## config.mk

```make
export PLATFORM = sky130hd
export DESIGN_NAME = mips_multicycle_ctrl
export DESIGN_NICKNAME = d
export VERILOG_FILES = /design/src/rtl/mips_ctrl_pkg.sv /design/src/rtl/mips_ctrl_decoder.sv /design/src/rtl/mips_multicycle_ctrl.sv
export SDC_FILE = /design/constraint.sdc
export NUM_CORES = 1
export LEC_CHECK = 0
export ABC_AREA = 1
export ABC_CLOCK_PERIOD_IN_PS = 2200
export CAP_MARGIN = 20
export CORE_MARGIN = 5
export CORE_UTILIZATION = 43
export CTS_CLUSTER_SIZE = 24
export DETAILED_ROUTE_END_ITERATION = 7
export GPL_TIMING_DRIVEN = 0
export PLACE_DENSITY = 0.8
export SYNTH_ARGS = -nofsm -noshare
export SYNTH_HDL_FRONTEND = slang
export SYNTH_SLANG_ARGS = --single-unit
```

## constraint.sdc

```tcl
create_clock -name clk -period 2.2 [get_ports clk]
set_clock_uncertainty 0.2 [all_clocks]
set_input_delay 0.22 -clock clk [delete_from_list [all_inputs] [get_ports clk]]
set_output_delay 0.22 -clock clk [all_outputs]
set_load 0.02 [all_outputs]
```

## src/rtl/mips_ctrl_pkg.sv

```systemverilog
// Shared constants and types for the multicycle MIPS controller: state codes, ISA fields,
// ALU op codes, datapath mux selects, error codes and the decoder output bundle.
package mips_ctrl_pkg;

  localparam logic [2:0] ST_IDLE   = 3'd0;
  localparam logic [2:0] ST_FETCH  = 3'd1;
  localparam logic [2:0] ST_DECODE = 3'd2;
  localparam logic [2:0] ST_EXEC   = 3'd3;
  localparam logic [2:0] ST_MEM    = 3'd4;
  localparam logic [2:0] ST_WB     = 3'd5;
  localparam logic [2:0] ST_HALT   = 3'd6;

  localparam logic [5:0] OP_RTYPE = 6'h00;
  localparam logic [5:0] OP_ADDI  = 6'h08;
  localparam logic [5:0] OP_SLTI  = 6'h0A;
  localparam logic [5:0] OP_LW    = 6'h23;
  localparam logic [5:0] OP_SW    = 6'h2B;
  localparam logic [5:0] OP_BEQ   = 6'h04;
  localparam logic [5:0] OP_J     = 6'h02;
  localparam logic [5:0] OP_JAL   = 6'h03;

  localparam logic [5:0] FN_ADD = 6'h20;
  localparam logic [5:0] FN_SUB = 6'h22;
  localparam logic [5:0] FN_AND = 6'h24;
  localparam logic [5:0] FN_OR  = 6'h25;
  localparam logic [5:0] FN_SLT = 6'h2A;
  localparam logic [5:0] FN_JR  = 6'h08;

  localparam logic [2:0] ALU_ADD = 3'd0;
  localparam logic [2:0] ALU_SUB = 3'd1;
  localparam logic [2:0] ALU_AND = 3'd2;
  localparam logic [2:0] ALU_OR  = 3'd3;

  localparam logic [1:0] RWS_R31 = 2'd0;
  localparam logic [1:0] RWS_RT  = 2'd1;
  localparam logic [1:0] RWS_RD  = 2'd2;

  localparam logic [1:0] PCS_RS     = 2'd0;
  localparam logic [1:0] PCS_JUMP   = 2'd1;
  localparam logic [1:0] PCS_BRANCH = 2'd2;
  localparam logic [1:0] PCS_PC4    = 2'd3;

  localparam logic ALUB_IMM  = 1'b0;
  localparam logic ALUB_RT   = 1'b1;
  localparam logic MOS_MEM   = 1'b0;
  localparam logic MOS_ALU   = 1'b1;
  localparam logic JALS_PC   = 1'b0;
  localparam logic JALS_DATA = 1'b1;

  localparam logic [1:0] ERR_NONE     = 2'd0;
  localparam logic [1:0] ERR_ILLEGAL  = 2'd1;
  localparam logic [1:0] ERR_FETCH_TO = 2'd2;
  localparam logic [1:0] ERR_MEM_TO   = 2'd3;

  typedef enum logic [2:0] {
    IC_NONE   = 3'd0,
    IC_ALU    = 3'd1,
    IC_LOAD   = 3'd2,
    IC_STORE  = 3'd3,
    IC_BRANCH = 3'd4,
    IC_JUMP   = 3'd5,
    IC_JR     = 3'd6
  } insn_class_e;

  typedef struct packed {
    insn_class_e cls;
    logic [2:0]  alu_op;
    logic        alu_b_sel;
    logic [1:0]  reg_write_sel;
    logic [1:0]  pc_sel;
    logic        mem_out_sel;
    logic        jal_sel;
    logic        slt_sel;
    logic        writes_reg;
    logic        illegal;
  } dec_t;

  function automatic logic is_mem_class(input insn_class_e cls);
    return (cls == IC_LOAD) || (cls == IC_STORE);
  endfunction

endpackage

```

## src/rtl/mips_ctrl_decoder.sv

```systemverilog
// Combinational instruction classifier: opcode/funct to class, ALU op and datapath selects.
// Selects that an instruction does not use are left at 0.
module mips_ctrl_decoder
  import mips_ctrl_pkg::*;
(
  input  logic [5:0] opcode_i,
  input  logic [5:0] funct_i,
  output dec_t       dec_o
);

  always_comb begin
    dec_o = '0;
    case (opcode_i)
      OP_RTYPE: begin
        dec_o.cls           = IC_ALU;
        dec_o.alu_b_sel     = ALUB_RT;
        dec_o.reg_write_sel = RWS_RD;
        dec_o.pc_sel        = PCS_PC4;
        dec_o.mem_out_sel   = MOS_ALU;
        dec_o.jal_sel       = JALS_DATA;
        dec_o.writes_reg    = 1'b1;
        case (funct_i)
          FN_ADD:  dec_o.alu_op = ALU_ADD;
          FN_SUB:  dec_o.alu_op = ALU_SUB;
          FN_AND:  dec_o.alu_op = ALU_AND;
          FN_OR:   dec_o.alu_op = ALU_OR;
          FN_SLT: begin
            dec_o.alu_op  = ALU_SUB;
            dec_o.slt_sel = 1'b1;
          end
          FN_JR: begin
            dec_o        = '0;
            dec_o.cls    = IC_JR;
            dec_o.pc_sel = PCS_RS;
          end
          default: begin
            dec_o         = '0;
            dec_o.illegal = 1'b1;
          end
        endcase
      end
      OP_ADDI, OP_SLTI: begin
        dec_o.cls           = IC_ALU;
        dec_o.alu_b_sel     = ALUB_IMM;
        dec_o.reg_write_sel = RWS_RT;
        dec_o.pc_sel        = PCS_PC4;
        dec_o.mem_out_sel   = MOS_ALU;
        dec_o.jal_sel       = JALS_DATA;
        dec_o.writes_reg    = 1'b1;
        dec_o.alu_op        = (opcode_i == OP_SLTI) ? ALU_SUB : ALU_ADD;
        dec_o.slt_sel       = (opcode_i == OP_SLTI);
      end
      OP_LW: begin
        dec_o.cls           = IC_LOAD;
        dec_o.alu_op        = ALU_ADD;
        dec_o.alu_b_sel     = ALUB_IMM;
        dec_o.reg_write_sel = RWS_RT;
        dec_o.pc_sel        = PCS_PC4;
        dec_o.mem_out_sel   = MOS_MEM;
        dec_o.jal_sel       = JALS_DATA;
        dec_o.writes_reg    = 1'b1;
      end
      OP_SW: begin
        dec_o.cls       = IC_STORE;
        dec_o.alu_op    = ALU_ADD;
        dec_o.alu_b_sel = ALUB_IMM;
        dec_o.pc_sel    = PCS_PC4;
      end
      OP_BEQ: begin
        // Taken/not-taken is resolved from the zero flag in the top.
        dec_o.cls       = IC_BRANCH;
        dec_o.alu_op    = ALU_SUB;
        dec_o.alu_b_sel = ALUB_RT;
        dec_o.pc_sel    = PCS_PC4;
      end
      OP_J: begin
        dec_o.cls    = IC_JUMP;
        dec_o.pc_sel = PCS_JUMP;
      end
      OP_JAL: begin
        dec_o.cls           = IC_JUMP;
        dec_o.pc_sel        = PCS_JUMP;
        dec_o.reg_write_sel = RWS_R31;
        dec_o.jal_sel       = JALS_PC;
        dec_o.writes_reg    = 1'b1;
      end
      default: dec_o.illegal = 1'b1;
    endcase
  end

endmodule

```

## src/rtl/mips_multicycle_ctrl.sv

```systemverilog
// Multicycle MIPS sequencing controller with instruction/data memory handshakes and wait timeouts.
// Define CTRL_PERF_CNT_EN to add the cycle_count / instret_count performance counters.
module mips_multicycle_ctrl
  import mips_ctrl_pkg::*;
#(
  parameter int WAIT_TIMEOUT = 16,
  parameter int CNT_W        = 32
) (
  input  logic        clk,
  input  logic        rst,
  input  logic        run,
  input  logic [31:0] instruction_bus,
  input  logic        zer,
  input  logic        inst_ready,
  input  logic        mem_ready,
  output logic        mem_req,
  output logic        reg_write_en,
  output logic        pc_load_en,
  output logic        ALU_B_sel,
  output logic        mem_write_en,
  output logic        mem_read_en,
  output logic        mem_out_sel,
  output logic        slt_ALU_sel,
  output logic        jal_sel,
  output logic [1:0]  reg_write_sel,
  output logic [1:0]  pc_next_sel,
  output logic [2:0]  ALU_op_code,
  output logic        halted,
  output logic [1:0]  err_code
`ifdef CTRL_PERF_CNT_EN
  ,
  output logic [CNT_W-1:0] cycle_count,
  output logic [CNT_W-1:0] instret_count
`endif
);

  localparam int TMR_W = (WAIT_TIMEOUT > 1) ? $clog2(WAIT_TIMEOUT) : 1;
  localparam logic [TMR_W-1:0] TMR_LAST = TMR_W'(WAIT_TIMEOUT - 1);

  logic [2:0]       state_q, state_d;
  logic [TMR_W-1:0] timer_q, timer_d;
  logic [1:0]       err_q, err_d;
  logic [5:0]       opcode_q, opcode_d;
  logic [5:0]       funct_q, funct_d;
  dec_t             dec_s;
  logic             sel_active_s;
  logic             unused_insn_bits_s;

  assign unused_insn_bits_s = ^instruction_bus[25:6];

  mips_ctrl_decoder u_decoder (
    .opcode_i (opcode_q),
    .funct_i  (funct_q),
    .dec_o    (dec_s)
  );

  // Next-state, wait timer and error capture; the timer restarts on every state exit.
  always_comb begin
    state_d  = state_q;
    timer_d  = timer_q;
    err_d    = err_q;
    opcode_d = opcode_q;
    funct_d  = funct_q;
    case (state_q)
      ST_IDLE: begin
        if (run) state_d = ST_FETCH;
        else     state_d = ST_IDLE;
      end
      ST_FETCH: begin
        if (inst_ready) begin
          state_d  = ST_DECODE;
          timer_d  = '0;
          opcode_d = instruction_bus[31:26];
          funct_d  = instruction_bus[5:0];
        end else if (timer_q == TMR_LAST) begin
          state_d = ST_HALT;
          timer_d = '0;
          err_d   = ERR_FETCH_TO;
        end else begin
          timer_d = timer_q + TMR_W'(1);
        end
      end
      ST_DECODE: begin
        if (dec_s.illegal) begin
          state_d = ST_HALT;
          err_d   = ERR_ILLEGAL;
        end else begin
          state_d = ST_EXEC;
        end
      end
      ST_EXEC: begin
        if (is_mem_class(dec_s.cls)) state_d = ST_MEM;
        else                         state_d = ST_WB;
      end
      ST_MEM: begin
        if (mem_ready) begin
          state_d = ST_WB;
          timer_d = '0;
        end else if (timer_q == TMR_LAST) begin
          state_d = ST_HALT;
          timer_d = '0;
          err_d   = ERR_MEM_TO;
        end else begin
          timer_d = timer_q + TMR_W'(1);
        end
      end
      ST_WB: begin
        // run only matters here and in IDLE, so a stop lands on an instruction boundary.
        if (run) state_d = ST_FETCH;
        else     state_d = ST_IDLE;
      end
      ST_HALT: state_d = ST_HALT;
      default: state_d = ST_IDLE;
    endcase
  end

  // Controller state registers.
  always_ff @(posedge clk or negedge rst) begin
    if (!rst) begin
      state_q  <= ST_IDLE;
      timer_q  <= '0;
      err_q    <= ERR_NONE;
      opcode_q <= 6'd0;
      funct_q  <= 6'd0;
    end else begin
      state_q  <= state_d;
      timer_q  <= timer_d;
      err_q    <= err_d;
      opcode_q <= opcode_d;
      funct_q  <= funct_d;
    end
  end

  assign sel_active_s = (state_q == ST_DECODE) || (state_q == ST_EXEC) ||
                        (state_q == ST_MEM)    || (state_q == ST_WB);

  // Datapath controls decoded from the registered state and the latched instruction.
  always_comb begin
    reg_write_en = 1'b0;
    pc_load_en   = 1'b0;
    mem_req      = 1'b0;
    mem_read_en  = 1'b0;
    mem_write_en = 1'b0;
    halted       = 1'b0;
    if (sel_active_s) begin
      ALU_B_sel     = dec_s.alu_b_sel;
      mem_out_sel   = dec_s.mem_out_sel;
      slt_ALU_sel   = dec_s.slt_sel;
      jal_sel       = dec_s.jal_sel;
      reg_write_sel = dec_s.reg_write_sel;
      ALU_op_code   = dec_s.alu_op;
      pc_next_sel   = ((dec_s.cls == IC_BRANCH) && zer) ? PCS_BRANCH : dec_s.pc_sel;
    end else begin
      ALU_B_sel     = 1'b0;
      mem_out_sel   = 1'b0;
      slt_ALU_sel   = 1'b0;
      jal_sel       = 1'b0;
      reg_write_sel = 2'd0;
      ALU_op_code   = 3'd0;
      pc_next_sel   = 2'd0;
    end
    case (state_q)
      ST_MEM: begin
        mem_req      = 1'b1;
        mem_read_en  = (dec_s.cls == IC_LOAD);
        mem_write_en = (dec_s.cls == IC_STORE);
      end
      ST_WB: begin
        pc_load_en   = 1'b1;
        reg_write_en = dec_s.writes_reg;
      end
      ST_HALT: halted = 1'b1;
      default: halted = 1'b0;
    endcase
  end

  assign err_code = err_q;

`ifdef CTRL_PERF_CNT_EN
  logic [CNT_W-1:0] cycle_cnt_q;
  logic [CNT_W-1:0] instret_cnt_q;

  // Free-running performance counters; both wrap naturally.
  always_ff @(posedge clk or negedge rst) begin
    if (!rst) begin
      cycle_cnt_q   <= '0;
      instret_cnt_q <= '0;
    end else begin
      if ((state_q != ST_IDLE) && (state_q != ST_HALT)) begin
        cycle_cnt_q <= cycle_cnt_q + CNT_W'(1);
      end else begin
        cycle_cnt_q <= cycle_cnt_q;
      end
      if (state_q == ST_WB) begin
        instret_cnt_q <= instret_cnt_q + CNT_W'(1);
      end else begin
        instret_cnt_q <= instret_cnt_q;
      end
    end
  end

  assign cycle_count   = cycle_cnt_q;
  assign instret_count = instret_cnt_q;
`else
  localparam int unused_cnt_w = CNT_W;
`endif

endmodule

```

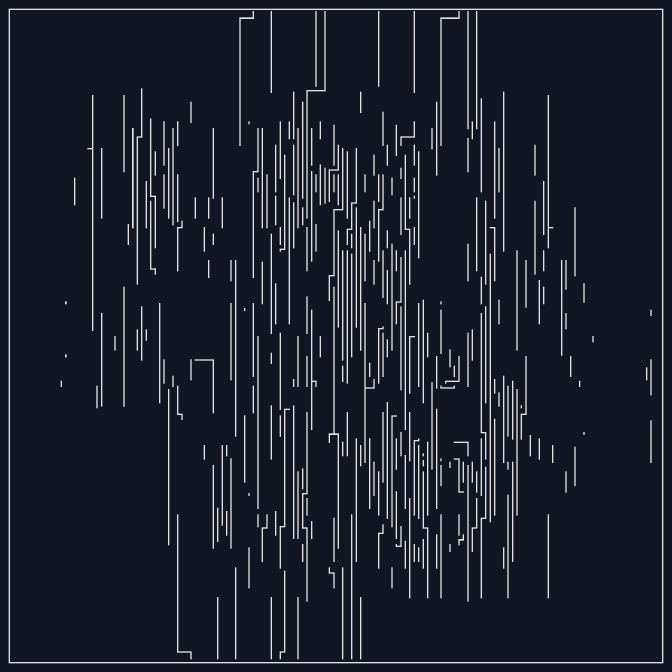
(the metal 2 layer)
longest straight run = 27.5 µm
share of all routed wire = 48%
wire length on this layer = 1760 µm
met2 global-route usage: 0.264
DR vias: 1423
Routed WL: 3.68 mm

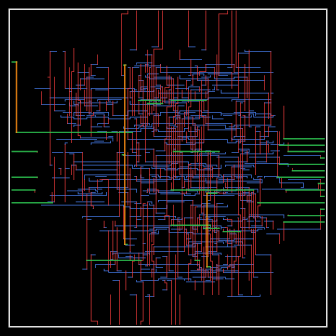
(signal wires by layer)
green -> met3  # wire length 216 µm
orange -> met4  # wire length 68.7 µm
blue -> met1  # wire length 1630 µm
red -> met2  # wire length 1760 µm

==> reports/metrics.csv <==
metric,value,unit
track_usage,0.169,
ff2ff_setup_slack,340,ps
cts_num_sinks,21,
drc,0,
crit_path_start,funct_q[3],
min_path_type,in2async,
reg2reg_to,err_code[1],
required,1780,ps
grt_pass1_wl,5.90,mm
holdBufCountCts,0,
die_h,67.1,µm
switching_share,0.487,
powerComb,1.25,mW
final-clk-cell-share,0.0136,
final_core_util,0.623,
design_area,1930,µm²
met1Wirelength,1.63,mm
ys_top_logic_family,simple AND/OR/NAND/NOR gates,
gp_congestion,0.830,
async_flop_share,1.00,
n_all_buffers,47,
insertedDiodeCount,0,
viasPerCell,5.10,
yosys.cell_count.top_type,nor2_1,
relSlewSlack,0.356,
xor_area_frac,0.00624,
ys_area,1400,µm²
drtPass1Iterations,4,
fp_util,0.452,
power_leader,combinational cells,
reg_top3,"funct_q x6, opcode_q x6, timer_q x4",
synth.largest_area_cell,dfrtp_1,
powerDensity,1150,nW/µm²
netlist-cell-type-count,31,
post_cts_buffers,3,
ys_sh_simple,0.331,
drv_cap,0,
io_pins,57,
critPathMaxStageDelay,440,ps
timing.final.ws_setup,91.1,ps
critical_path_class,reg2out,
synth.area.top_cells,"dfrtp_1 (37%), nor2_1 (8.0%), nand2_1 (7.5%)",
finalSetupTns,0,ps
dp_hpwl,2.56,mm
tap_cells,44,
syn_nets,227,
logic_area,846,µm²
lay_top_count,nand2_1,
ys.warnings.count,0,
die-area,4510,µm²
synthMuxAreaShare,0.0241,
grt_max_degree,22,
root_buffer,clkbuf_4,
seq_area,532,µm²
place_ws,-182,ps
critPathSlowestCell,dfrtp_1,
mostFrequentLayoutCells,"nand2_1 (27), nor2_1 (25), clkdlybuf4s50_1 (20)",
final.fill_count,285,
drive_gt1_frac,0.340,
post_cts_resized,51,
rsz0062_at_grt,yes,
antenna_found_initial,0,
finalPower,2.22,mW
timing.hold.ws,229,ps
setup_viol,0,
syn_area,1400,µm²
pwr-share-seq,0.351,
combPwrFrac,0.562,
critical_path.endpoint,mem_read_en,
path_buffers,2,
ys_seq_frac,0.374,
maxSlewViolCount,0,
clkTransAtPathRegs,120,ps
io_buffers,35,
path_cells,inv_2 > nor2_1 > nand3_2 > nand3_4 > nand2_4 > nand4_1 > nor3_1 > buf_2,
inverters_excl_clock,26,
reg2regPathDepth,8,
bufAreaShareNonClock,0.195,
final_nets,275,
aoi_share,0.159,
cts_tree,done,
critPathArrivalTime,1690,ps
syn_area_per_cell,7.47,µm²
seq_cells,21,
use_met1,0.231,
synth-edff-count,0,
ys.flop_type,dfrtp_1,
tightest_slew,963,ps
yosys-top-cells-count,"nor2_1 (30), nand2_1 (28), dfrtp_1 (21), inv_1 (21), nand3_1 (21)",
ys_cells,188,
cts_buffers,3,
p_clk,193,µW
worstSetupPathDepth,8,
cts_buffer_depth,2,
gr-total-overflow,0,
adder_share,0.00891,
dr_wl_met3,215,µm
clk_latency,310,ps
wl_met2,1.76,mm
rows,20,
drtIter0Drc,100,
layout.cells.non_filler,279,
die_w,67.1,µm
crit_path_end_kind,output pin,
synth_cells,188,
met3_usage,0.0283,
grt_pass1_vias,1300,
finalCriticalPeriod,2110,ps
regToRegStartpoint,timer_q[0],
comb-cell-share,0.437,
p_int,1.14,mW
startpoint_type,flip-flop,
largestClassByArea,combinational gates,
n_clock_buffer,4,
status,"finished, final reports clean",
place_inst,267,
cts_max_level,1,
cp_top_family,simple AND/OR/NAND/NOR gates,
hold_viol,0,
warning_count,47,
nMultiInputCombCells,137,
p_leak,0.948,nW
core,3100,µm²
fmax,0.474,GHz
ir_drop,0.541,mV
highest_layer,met4,
ant_nets,0,
p_switching,1.08,mW
detailed_place.area,1810,µm²
pwr-share-clk,0.087,
powerSeq,779,µW
ys_ff,21,
finalCritPeriodShare,0.959,
area.growth.synth_to_final,37.8,%
cp_max_fo,6,
top_area_frac,0.374,
sh_seq_area,0.275,
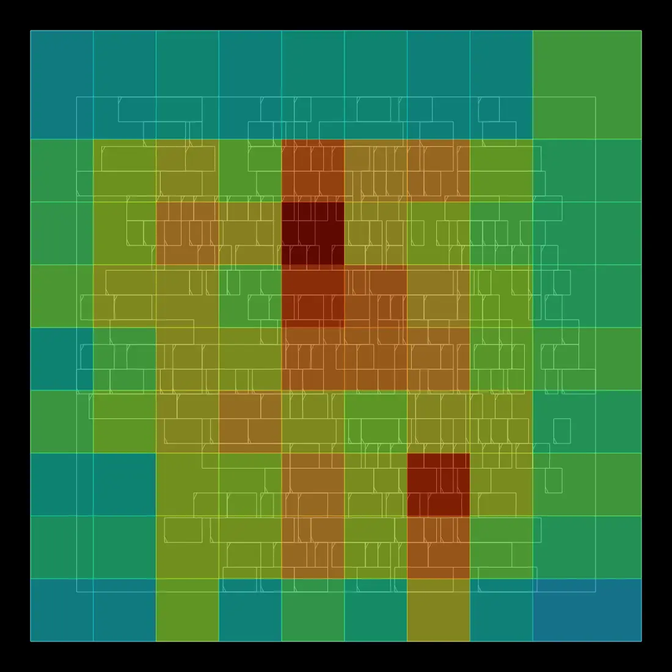
(routing congestion map)
wire length per cell: 13.2 µm
Most Used Layer, Global Route: met2

Power and IR drop assume default switching activity.
